--- src/rtl/pipe_pkg.sv ---
// pipe_pkg: shared encodings for the RV32I pipeline hazard logic
package pipe_pkg;
  typedef enum logic [1:0] {
    FWD_RD = 2'b00,
    FWD_W  = 2'b01,
    FWD_M  = 2'b10
  } fwd_sel_e;
  typedef enum logic {
    RUN  = 1'b0,
    MISS = 1'b1
  } hz_state_e;
  localparam logic [1:0] RESULT_LOAD = 2'b01;
  function automatic fwd_sel_e fwd_sel(input logic [4:0] rs, input logic [4:0] rdm,
                                       input logic wm, input logic [4:0] rdw, input logic ww);
    fwd_sel = (wm && rdm != 5'd0 && rdm == rs) ? FWD_M :
              (ww && rdw != 5'd0 && rdw == rs) ? FWD_W : FWD_RD;
  endfunction
endpackage

--- src/rtl/sat_counter.sv ---
// sat_counter: event counter that holds at all-ones instead of wrapping
module sat_counter #(
  parameter int CNT_W = 32
) (
  input  logic             clk,
  input  logic             rst,
  input  logic             inc_i,
  output logic [CNT_W-1:0] cnt_o
);
  logic [CNT_W-1:0] cnt_q, cnt_d;
  always_comb cnt_d = (inc_i && !(&cnt_q)) ? cnt_q + 1'b1 : cnt_q;
  always_ff @(posedge clk) begin
    if (rst) cnt_q <= '0;
    else     cnt_q <= cnt_d;
  end
  assign cnt_o = cnt_q;
endmodule

--- src/rtl/hazard_ctrl.sv ---
// hazard_ctrl: forwarding, load-use/branch/miss stall-flush control and hazard counters
module hazard_ctrl
  import pipe_pkg::*;
#(
  parameter int         CNT_W    = 32,
  parameter logic [1:0] LOAD_SRC = RESULT_LOAD
) (
  input  logic             clk,
  input  logic             rst,
  input  logic [4:0]       Rs1D,
  input  logic [4:0]       Rs2D,
  input  logic [4:0]       Rs1E,
  input  logic [4:0]       Rs2E,
  input  logic [4:0]       RdE,
  input  logic [4:0]       RdM,
  input  logic [4:0]       RdW,
  input  logic [1:0]       ResultSrcE,
  input  logic             RegWriteM,
  input  logic             RegWriteW,
  input  logic             PCSrcE,
  input  logic             MissM,
  input  logic             RefillDone,
  output logic [1:0]       ForwardA,
  output logic [1:0]       ForwardB,
  output logic             StallF,
  output logic             StallD,
  output logic             StallE,
  output logic             FlushD,
  output logic             FlushE,
  output logic             FlushM,
  output logic [CNT_W-1:0] LoadUseCnt,
  output logic [CNT_W-1:0] MissCnt,
  output logic [CNT_W-1:0] FlushCnt
);
  hz_state_e state_q, state_d;
  logic load_use, lu_hit, br_hit;
  assign ForwardA = fwd_sel(Rs1E, RdM, RegWriteM, RdW, RegWriteW);
  assign ForwardB = fwd_sel(Rs2E, RdM, RegWriteM, RdW, RegWriteW);
  assign load_use = (ResultSrcE == LOAD_SRC) && RdE != 5'd0 && (RdE == Rs1D || RdE == Rs2D);
  // Frozen E/M stages keep their branch/load-use until the first RUN cycle after a refill
  always_comb begin
    state_d = state_q;
    StallF  = 1'b0;
    StallD  = 1'b0;
    StallE  = 1'b0;
    FlushD  = 1'b0;
    FlushE  = 1'b0;
    FlushM  = 1'b0;
    lu_hit  = 1'b0;
    br_hit  = 1'b0;
    if (rst) begin
      FlushD = 1'b1;
      FlushE = 1'b1;
    end else if (state_q == MISS || MissM) begin
      StallF  = 1'b1;
      StallD  = 1'b1;
      StallE  = 1'b1;
      FlushM  = 1'b1;
      state_d = (state_q == MISS) ? (RefillDone ? RUN : MISS) : MISS;
    end else if (PCSrcE) begin
      FlushD = 1'b1;
      FlushE = 1'b1;
      br_hit = 1'b1;
    end else if (load_use) begin
      StallF = 1'b1;
      StallD = 1'b1;
      FlushE = 1'b1;
      lu_hit = 1'b1;
    end
  end
  always_ff @(posedge clk) begin
    if (rst) state_q <= RUN;
    else     state_q <= state_d;
  end
  sat_counter #(.CNT_W(CNT_W)) u_lu_cnt (.clk(clk), .rst(rst), .inc_i(lu_hit), .cnt_o(LoadUseCnt));
  sat_counter #(.CNT_W(CNT_W)) u_ms_cnt (.clk(clk), .rst(rst), .inc_i(StallE), .cnt_o(MissCnt));
  sat_counter #(.CNT_W(CNT_W)) u_fl_cnt (.clk(clk), .rst(rst), .inc_i(br_hit), .cnt_o(FlushCnt));
endmodule

--- config.mk ---
export PLATFORM = sky130hd
export DESIGN_NAME = hazard_ctrl
export DESIGN_NICKNAME = d
export VERILOG_FILES = /design/src/rtl/pipe_pkg.sv /design/src/rtl/sat_counter.sv /design/src/rtl/hazard_ctrl.sv
export SDC_FILE = /design/constraint.sdc
export NUM_CORES = 1
export LEC_CHECK = 0
export CAP_MARGIN = 20
export CELL_PAD_IN_SITES_DETAIL_PLACEMENT = 1
export CELL_PAD_IN_SITES_GLOBAL_PLACEMENT = 2
export CORE_MARGIN = 10
export CORE_UTILIZATION = 28
export CTS_BUF_LIST = sky130_fd_sc_hd__clkbuf_4 sky130_fd_sc_hd__clkbuf_8
export CTS_CLUSTER_SIZE = 14
export DETAILED_ROUTE_END_ITERATION = 6
export PLACE_DENSITY = 0.91
export SYNTH_ARGS = -nofsm -noshare
export SYNTH_HDL_FRONTEND = slang
export SYNTH_SLANG_ARGS = --single-unit
--- constraint.sdc ---
create_clock -name clk -period 2.76 [get_ports clk]
set_input_delay 0.276 -clock clk [delete_from_list [all_inputs] [get_ports clk]]
set_output_delay 0.276 -clock clk [all_outputs]
set_load 0.05 [all_outputs]
==> images/density.png <==
The die is cut into 15 by 15 equal tiles; black is low, pale yellow is high, 0 to 100% covered.
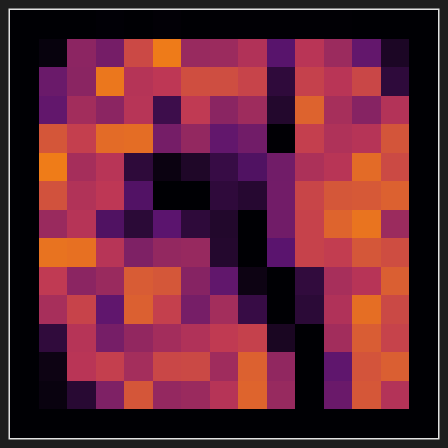
The mean over all tiles is 29%. 29% of the tiles are nearly empty. The emptiest ninth of the die: centre. The fullest tile reaches 70%. The densest ninth of the die: middle right.
Core Density at Floorplan: 28.34%
fin util: 40.55%
core area: 0.01784 mm2

==> images/cell_classes.png <==
The bar under the picture is 50 um long. Fill, decap, tap and diode cells in grey.
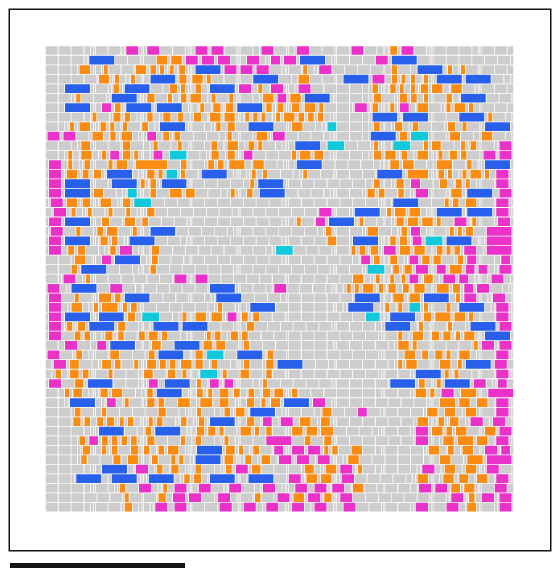
Key: orange = all other logic [cells 504]; magenta = other buffers and delay cells [cells 179]; cyan = clock drivers and dummy loads [cells 16]; blue = flip-flops [cells 97]

==> images/metal_stack.png <==
The bar under the picture is 50 um long. Only two layers are drawn.
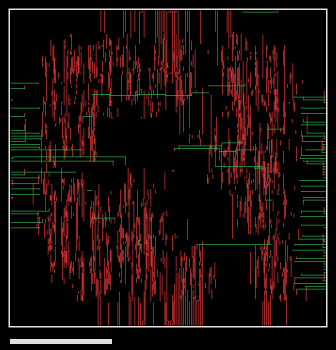
Key: red = met2 [wire length 7640 um]; green = met3 [wire length 1110 um]
GRT Total Usage: 13.79%
wire length per cell: 16.47 um
via count: 5156

-- flip-flops by register name, summed over array words and instances, names as in the netlist --
| register | count |
|---|---|
| u_fl_cnt.cnt_o | 32 |
| u_lu_cnt.cnt_o | 32 |
| u_ms_cnt.cnt_o | 32 |
| state_q | 1 |
-- cells by family after synthesis --
kind of cell / count (synthesis) / synth area share (%)
compound gates: 91 / 10.44
xor+xnor: 83 / 14.38
fa+ha+maj: 3 / 0.7425
buf+inv: 40 / 3.316
flops: 97 / 38.41
mux: 2 / 0.3960
simple gates: 309 / 32.32
-- layer usage --
layer	share of wire (%)	vias to the layer above
met1	46	2459
met4	1.7	0
met5	0	-
met2	45	106
met3	6.6	15
li1	-	2576
==> job_summary.md <==
## Synthesis and layout report

| Metric | Value |
|---|---|
| Status | `finished clean` |
| Top Layout Cells | `clkdlybuf4s50_1 (138), dfxtp_1 (97), nor2_1 (73)` |
| Reg-to-reg setup timing slack | `0.33 ns` |
| Startpoint Class | `primary input` |
| Most common cell in the netlist | `dfxtp_1` |
| Final hold vios | `0` |
| Non-clock buffer share | `24.39%` |
| Main area contributors | `dfxtp_1 (38%), xnor2_1 (8.5%), xor2_1 (5.9%)` |
| Worst Setup EP | `StallD` |
| Clk buf depth | `2` |
| Final GP Congestion | `0.8279` |
| Unique masters post-synth | `44` |
| R2r startpoint | `state_q$_SDFFE_PP0N_` |
| First-pass GRT wire length | `27630 um` |
| PortBufs | `149` |
| Final setup margin | `0.1737 ns` |
| Clock share of power | `35.8%` |
| Multi-input combinational area share | `41.28%` |
| Clock-cell share of area | `2.698%` |
| Post-cts sizing count | `0` |
| Stages on worst setup path | `7` |
| Slowest stage delay, CP | `0.57 ns` |
| Logic pwr share | `10.7%` |
| Cell area after synthesis | `0.005056 mm2` |
| Fill cell count | `2158` |
| Max Clock Freq | `386.7 MHz` |
| Post-detail-place hpwl | `13040 um` |
| WHS Path Cells | `2` |
| Ratio of cells with drive above 1 in the final layout | `8.794%` |
| Inverters, non-clock | `16` |
| Post-synthesis cell count | `625` |
| Seq group | `1.42 mW` |
| Critical path data arrival time | `2.31 ns` |
No activity file was given, so power comes from the tool's default toggle rates.
